<file path="config.mk">
export PLATFORM = sky130hd
export DESIGN_NAME = muldiv_unit
export DESIGN_NICKNAME = d
export VERILOG_FILES = /design/src/rtl/defines_pkg.sv /design/src/rtl/mdu_operand_prep.sv /design/src/rtl/muldiv_unit.sv
export SDC_FILE = /design/constraint.sdc
export NUM_CORES = 1
export LEC_CHECK = 0
export CORE_MARGIN = 10
export CORE_UTILIZATION = 58
export DETAILED_ROUTE_END_ITERATION = 6
export GPL_ROUTABILITY_DRIVEN = 0
export PLACE_DENSITY = 0.78
export REMOVE_ABC_BUFFERS = 1
export SYNTH_ARGS = -nofsm -noshare
export SYNTH_HDL_FRONTEND = slang
export SYNTH_SLANG_ARGS = --single-unit
</file>
<file path="constraint.sdc">
create_clock -name clk -period 6.9 [get_ports clk]
set_input_delay 1.725 -clock clk [delete_from_list [all_inputs] [get_ports clk]]
set_output_delay 1.725 -clock clk [all_outputs]
set_load 0.05 [all_outputs]
</file>
<file path="src/rtl/defines_pkg.sv">
// Shared types and constants for the RV32M multiply/divide unit.
// Provides the operation and state enums, the default datapath width, the
// iteration counter width and small op-decode helpers.
package defines;

    localparam int unsigned MDU_DATA_WIDTH = 32;
    localparam int unsigned MDU_CNT_WIDTH  = $clog2(MDU_DATA_WIDTH) + 1;

    typedef enum logic [2:0] {
        MDU_MUL    = 3'd0,
        MDU_MULH   = 3'd1,
        MDU_MULHSU = 3'd2,
        MDU_MULHU  = 3'd3,
        MDU_DIV    = 3'd4,
        MDU_DIVU   = 3'd5,
        MDU_REM    = 3'd6,
        MDU_REMU   = 3'd7
    } mdu_op_e;

    typedef enum logic [1:0] {
        MDU_IDLE = 2'd0,
        MDU_CALC = 2'd1,
        MDU_DONE = 2'd2
    } mdu_state_e;

    // Any of the four multiply flavours.
    function automatic logic mdu_is_mul(input mdu_op_e op);
        return op inside {MDU_MUL, MDU_MULH, MDU_MULHSU, MDU_MULHU};
    endfunction

    // Remainder flavours (result comes from the remainder register).
    function automatic logic mdu_is_rem(input mdu_op_e op);
        return op inside {MDU_REM, MDU_REMU};
    endfunction

endpackage

</file>
<file path="src/rtl/mdu_operand_prep.sv">
// Combinational operand conditioning for muldiv_unit.
// Ports:
//   op_i                    operation being requested
//   operand1_i, operand2_i  raw rs1 / rs2 values
//   sign1_c, sign2_c        operand is treated signed and is negative
//   mag1_c, mag2_c          absolute values under the op's signedness
//   div_zero_c              divide/remainder with a zero divisor
//   div_ovf_c               signed most-negative / -1 overflow
module mdu_operand_prep
    import defines::*;
#(
    parameter int unsigned DATA_WIDTH = MDU_DATA_WIDTH
) (
    input  mdu_op_e                 op_i,
    input  logic [DATA_WIDTH-1:0]   operand1_i,
    input  logic [DATA_WIDTH-1:0]   operand2_i,
    output logic                    sign1_c,
    output logic                    sign2_c,
    output logic [DATA_WIDTH-1:0]   mag1_c,
    output logic [DATA_WIDTH-1:0]   mag2_c,
    output logic                    div_zero_c,
    output logic                    div_ovf_c
);

    localparam logic [DATA_WIDTH-1:0] MOST_NEG = {1'b1, {(DATA_WIDTH-1){1'b0}}};

    logic op1_signed;
    logic op2_signed;
    logic is_div;

    // Per-op signedness of each operand.
    always_comb begin
        op1_signed = 1'b0;
        op2_signed = 1'b0;
        case (op_i)
            MDU_MULH, MDU_DIV, MDU_REM: begin
                op1_signed = 1'b1;
                op2_signed = 1'b1;
            end
            MDU_MULHSU: op1_signed = 1'b1;
            default: ;
        endcase
    end

    // Signs, magnitudes and the two divide special cases.
    always_comb begin
        is_div     = !mdu_is_mul(op_i);
        sign1_c    = op1_signed & operand1_i[DATA_WIDTH-1];
        sign2_c    = op2_signed & operand2_i[DATA_WIDTH-1];
        mag1_c     = sign1_c ? -operand1_i : operand1_i;
        mag2_c     = sign2_c ? -operand2_i : operand2_i;
        div_zero_c = is_div && (operand2_i == '0);
        // Only signed DIV/REM can overflow; MULH shares the signedness but not the rule.
        div_ovf_c  = is_div && op1_signed && op2_signed &&
                     (operand1_i == MOST_NEG) && (&operand2_i);
    end

endmodule

</file>
<file path="src/rtl/muldiv_unit.sv">
// Iterative RV32M multiply/divide unit for the Execute stage.
// One operation is accepted through valid/ready, computed one bit per cycle
// (shift-add multiply, restoring divide on magnitudes), sign-corrected and
// presented for exactly one cycle.
// Ports:
//   clk, rst          clock, synchronous active-high reset
//   flush_i           abort in-flight work, discard its result
//   valid_i/ready_o   request handshake (ready only in IDLE)
//   mdu_op_i          MUL/MULH/MULHSU/MULHU/DIV/DIVU/REM/REMU
//   operand1_i/2_i    rs1 / rs2
//   result_o          registered result, held until the next DONE
//   result_valid_o    one-cycle pulse when result_o is new
//   busy_o            high in CALC and DONE
// Build option: MULDIV_FAST_MUL_EN selects a single-cycle multiplier for all
// multiply ops; divides stay iterative.
module muldiv_unit
    import defines::*;
#(
    parameter int unsigned DATA_WIDTH = MDU_DATA_WIDTH
) (
    input  logic                    clk,
    input  logic                    rst,
    input  logic                    flush_i,
    input  logic                    valid_i,
    output logic                    ready_o,
    input  mdu_op_e                 mdu_op_i,
    input  logic [DATA_WIDTH-1:0]   operand1_i,
    input  logic [DATA_WIDTH-1:0]   operand2_i,
    output logic [DATA_WIDTH-1:0]   result_o,
    output logic                    result_valid_o,
    output logic                    busy_o
);

    localparam int unsigned W     = DATA_WIDTH;
    localparam int unsigned CNT_W = $clog2(DATA_WIDTH) + 1;

    mdu_state_e         state_q, state_d;
    mdu_op_e            op_q, op_d;
    logic [CNT_W-1:0]   cnt_q, cnt_d;
    logic [2*W-1:0]     acc_q, acc_d;      // product, or {remainder, quotient}
    logic [W-1:0]       opb_q, opb_d;      // multiplicand or divisor magnitude
    logic               neg_q, neg_d;      // negate product / quotient
    logic               rem_neg_q, rem_neg_d;
    logic [W-1:0]       result_q, result_d;
    logic               valid_q, valid_d;
    logic               ready_q, ready_d;
    logic               busy_q, busy_d;

    logic               sign1_c, sign2_c;
    logic [W-1:0]       mag1_c, mag2_c;
    logic               div_zero_c, div_ovf_c;

    logic               accept;
    logic [W:0]         mul_sum;
    logic [2*W-1:0]     mul_acc_nxt;
    logic [W:0]         div_shift;
    logic [2*W-1:0]     div_acc_nxt;
    logic [2*W-1:0]     step_acc;
    logic [2*W-1:0]     prod_fin;
    logic [W-1:0]       quot_fin;
    logic [W-1:0]       rem_fin;
    logic [W-1:0]       final_result;
    logic [W-1:0]       special_result;

    mdu_operand_prep #(
        .DATA_WIDTH (DATA_WIDTH)
    ) u_prep (
        .op_i       (mdu_op_i),
        .operand1_i (operand1_i),
        .operand2_i (operand2_i),
        .sign1_c    (sign1_c),
        .sign2_c    (sign2_c),
        .mag1_c     (mag1_c),
        .mag2_c     (mag2_c),
        .div_zero_c (div_zero_c),
        .div_ovf_c  (div_ovf_c)
    );

`ifdef MULDIV_FAST_MUL_EN
    logic signed [2*W-1:0] fast_a;
    logic signed [2*W-1:0] fast_b;
    logic        [2*W-1:0] fast_prod;
    logic        [W-1:0]   fast_result;

    // Single-cycle multiply on (W+1)-bit sign-extended operands; the low 2W
    // bits of the product are exact for every signedness combination.
    always_comb begin
        fast_a      = (2*W)'($signed({sign1_c, operand1_i}));
        fast_b      = (2*W)'($signed({sign2_c, operand2_i}));
        fast_prod   = fast_a * fast_b;
        fast_result = (mdu_op_i == MDU_MUL) ? fast_prod[W-1:0] : fast_prod[2*W-1:W];
    end
`endif

    // One iteration of each datapath, plus the sign-corrected final result.
    always_comb begin
        mul_sum     = {1'b0, acc_q[2*W-1:W]} + (acc_q[0] ? {1'b0, opb_q} : '0);
        mul_acc_nxt = {mul_sum, acc_q[W-1:1]};

        div_shift = {acc_q[2*W-1:W], acc_q[W-1]};
        if (div_shift >= {1'b0, opb_q}) begin
            div_acc_nxt = {W'(div_shift - {1'b0, opb_q}), acc_q[W-2:0], 1'b1};
        end else begin
            div_acc_nxt = {div_shift[W-1:0], acc_q[W-2:0], 1'b0};
        end

        step_acc = mdu_is_mul(op_q) ? mul_acc_nxt : div_acc_nxt;
        prod_fin = neg_q ? -step_acc : step_acc;
        quot_fin = neg_q ? -step_acc[W-1:0] : step_acc[W-1:0];
        rem_fin  = rem_neg_q ? -step_acc[2*W-1:W] : step_acc[2*W-1:W];

        case (op_q)
            MDU_MUL:                          final_result = prod_fin[W-1:0];
            MDU_MULH, MDU_MULHSU, MDU_MULHU:  final_result = prod_fin[2*W-1:W];
            MDU_DIV, MDU_DIVU:                final_result = quot_fin;
            MDU_REM, MDU_REMU:                final_result = rem_fin;
            default:                          final_result = '0;
        endcase
    end

    // Divide-by-zero and overflow results, decided from the incoming request.
    always_comb begin
        if (mdu_is_rem(mdu_op_i)) begin
            special_result = div_zero_c ? operand1_i : '0;
        end else begin
            special_result = div_zero_c ? '1 : operand1_i;
        end
    end

    // Next-state and registered-output logic.
    always_comb begin
        state_d   = state_q;
        op_d      = op_q;
        cnt_d     = cnt_q;
        acc_d     = acc_q;
        opb_d     = opb_q;
        neg_d     = neg_q;
        rem_neg_d = rem_neg_q;
        result_d  = result_q;
        accept    = valid_i && ready_q && !flush_i;

        if (flush_i) begin
            state_d = MDU_IDLE;
        end else begin
            case (state_q)
                MDU_IDLE: begin
                    if (accept) begin
                        op_d      = mdu_op_i;
                        cnt_d     = '0;
                        neg_d     = sign1_c ^ sign2_c;
                        rem_neg_d = sign1_c;
                        if (div_zero_c || div_ovf_c) begin
                            result_d = special_result;
                            state_d  = MDU_DONE;
                        end
`ifdef MULDIV_FAST_MUL_EN
                        else if (mdu_is_mul(mdu_op_i)) begin
                            result_d = fast_result;
                            state_d  = MDU_DONE;
                        end
`endif
                        else begin
                            // Multiply walks the multiplier from acc LSB; divide
                            // shifts the dividend out of the quotient half.
                            opb_d   = mdu_is_mul(mdu_op_i) ? mag1_c : mag2_c;
                            acc_d   = {{W{1'b0}}, mdu_is_mul(mdu_op_i) ? mag2_c : mag1_c};
                            state_d = MDU_CALC;
                        end
                    end
                end
                MDU_CALC: begin
                    acc_d = step_acc;
                    cnt_d = cnt_q + CNT_W'(1);
                    if (cnt_q == CNT_W'(W - 1)) begin
                        result_d = final_result;
                        state_d  = MDU_DONE;
                    end
                end
                MDU_DONE: state_d = MDU_IDLE;
                default:  state_d = MDU_IDLE;
            endcase
        end

        valid_d = (state_d == MDU_DONE);
        ready_d = (state_d == MDU_IDLE);
        busy_d  = (state_d != MDU_IDLE);
    end

    // State and output registers.
    always_ff @(posedge clk) begin
        if (rst) begin
            state_q   <= MDU_IDLE;
            op_q      <= MDU_MUL;
            cnt_q     <= '0;
            acc_q     <= '0;
            opb_q     <= '0;
            neg_q     <= 1'b0;
            rem_neg_q <= 1'b0;
            result_q  <= '0;
            valid_q   <= 1'b0;
            ready_q   <= 1'b1;
            busy_q    <= 1'b0;
        end else begin
            state_q   <= state_d;
            op_q      <= op_d;
            cnt_q     <= cnt_d;
            acc_q     <= acc_d;
            opb_q     <= opb_d;
            neg_q     <= neg_d;
            rem_neg_q <= rem_neg_d;
            result_q  <= result_d;
            valid_q   <= valid_d;
            ready_q   <= ready_d;
            busy_q    <= busy_d;
        end
    end

    assign result_o       = result_q;
    assign result_valid_o = valid_q;
    assign ready_o        = ready_q;
    assign busy_o         = busy_q;

endmodule
</file>
==> job_summary.md <==
### Flow metrics

| Metric | Value |
|---|---|
| Simple share | 0.271 |
| Top cell area share | 0.177 |
| Die height | 188 um |
| Max FO, Critical Path | 12 |
| Seq share, synth | 0.177 |
| Post-CTS setup buffer count | 0 |
| Post-synth regs | 144 |
| Cell Area, Synth | 0.0163 mm2 |
| Fin crit share | 0.941 |
| Final non-filler cell total | 2746 |
| Final setup vio count | 0 |
| Critical Path Sink Type | flop |
| Xor/xnor share | 0.0764 |
| Worst hold margin | ~450 ps |
| Clk pwr share | 0.342 |
| Max-cap violations | 0 |
| Slew @ Worst Pin | 1150 ps |
| Post-Place Cells | 2714 |
| CP Launch Type | flop |
| Antenna-violating nets left | 0 |
| Core area | 0.0277 mm2 |
| Layout cells sized above 1 | 0.0667 |
| Post-CTS sizing | 0 |
| Status | complete, but fails checks |
| DRC Markers | 63 |
| Port Buffers | 105 |
| Yosys Chip Area | 0.0163 mm2 |
| Fmax | roughly 150 MHz |
| Post-layout worst setup margin | between 400 and 500 ps |
| Slew margin rel. | 0.233 |
| Initial DRT Pass Iterations | 7 |
| Pwr dens | between 150 and 200 mW/mm2 |
| Violated checks | design-rule violations |
| Largest net degree at the start of global routing | ~66 |
| Top cell excl fill/tap | nor2_1 |
| Top post-synthesis cells by count | nor2_1 (271), nand2_1 (227), a21oi_1 (222) |
| Syn avg cell area | 6.98 um2 |
| Sequential power share | 0.304 |
| DP Worst Slack | roughly 570 ps |
| Antenna violations before repair | 1 |
| Most frequent cells in the layout | nor2_1 (269), nand2_1 (227), a21oi_1 (222) |
| Detail Route met3 WL | 8130 um |
| Root Driver | clkbuf_16 |
| Cell Area, Placed | 0.0176 mm2 |
| Post-synth EDFFs | 0 |
==> worst max-delay path, stage by stage, from the launching register on <==
cell,delay (ps)
dfxtp_1,370
inv_1,60
ha_1,420
a21o_1,260
a21oi_1,370
o2bb2ai_2,200
o31ai_4,310
nand3_1,420
o21a_1,310
inv_1,70
ha_1,220
o21ai_0,160
or4b_2,770
nor4_2,470
nand3_1,190
nor2_1,630
inv_1,240
o41ai_1,410
xnor2_1,210
a21oi_1,100
a211oi_1,200
==> path summary, 6_finish.rpt <==
check / end / cells past startpoint / startpoint / slack, ps
worst max-delay path: result_o[18] / 20 / opb_q[10] / 400
worst min-delay path: result_o[1] / 2 / result_o[1] / 450
worst max register to register: result_o[18] / 20 / opb_q[10] / 400
worst min register to register: result_o[1] / 2 / result_o[1] / 450
==> power by group through the flow <==
stage	registers [uW]	logic, uW	clock network (uW)
global route	910	1130	1050
global placement	922	987	0
CTS	904	1010	1010
floorplan	915	658	0
detailed placement	923	1000	0
finish	908	1060	1020
==> cell families (layout without fill, tap and decap cells) <==
logic type	count (synthesis)	in the layout
buffers and inverters	223	258
muxes	68	68
adders and majority gates	72	72
AOI/OAI and AO/OA	769	769
and+or+nand+nor	915	915
DFF	144	144
xor gates and xnor gates	142	142
==> area by class of cell <==
| cell class | instances | area [um2] |
|---|---|---|
| multi-input combinational | 1966 | 12500 |
| fill | 2482 | 9510 |
| sequential | 144 | 2890 |
| timing repair buffer | 150 | 1390 |
| tap | 378 | 473 |
| clock buffer | 18 | 450 |
| inverter | 76 | 285 |
| clock inverter | 14 | 179 |
==> flip-flops by register name, summed over array words and instances, names as in the netlist <==
signal,flops
neg_q,1
acc_q,64
busy_o,1
op_q,3
rem_neg_q,1
ready_o,1
result_valid_o,1
opb_q,32
cnt_q,6
result_o,32
state_q,2
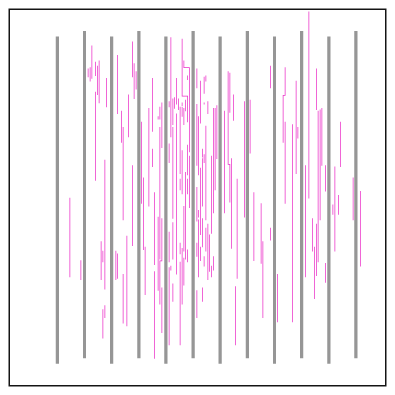
Figure 1: signal wires on met4.
Scale: 2 px per um. Supply wires on this layer in gray.
The layer holds 5.6% of the routed length. The wires run mostly vertical. The layer carries 3570 um of wire. The longest straight run is 98.6 um. 125 nets have wire on it.
final wirelength: 63600 um
vias: 19400

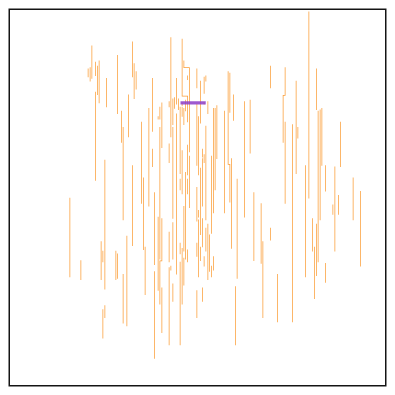
Figure 2: routed metal, one color a layer.
Scale: 2 px per um. Two of the layers only.
metal 5: in purple, wire length 11.0 um. metal 4: in orange, wire length 3570 um.

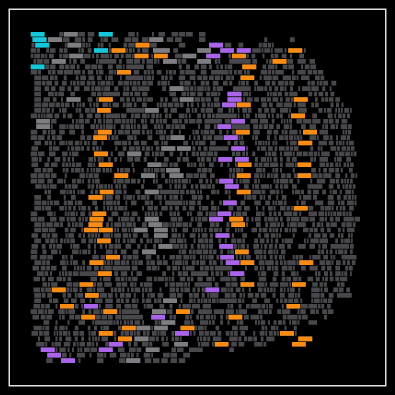
Figure 3: register map, names as in the netlist.
Scale: 2 px per um. Other sequential cells in the stronger gray, the rest of the logic in the fainter gray.
opb_q: in purple, placed flops 32. acc_q: in orange, placed flops 64. cnt_q: in cyan, placed flops 6, where north-west.

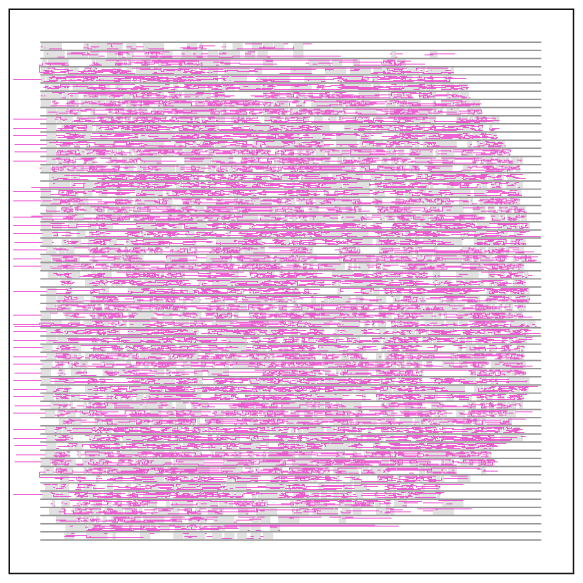
Figure 4: the metal 1 layer.
Scale: 3 px per um. Supply wires on this layer in gray. Cells faint in the background.
2389 nets have wire on it. The wires run mostly horizontal. The layer carries 24.2 mm of wire. The layer holds 38% of the routed length. The longest straight run is 83.7 um.
routing usage on met1: 0.421

Power is estimated from default activity; no workload was simulated.
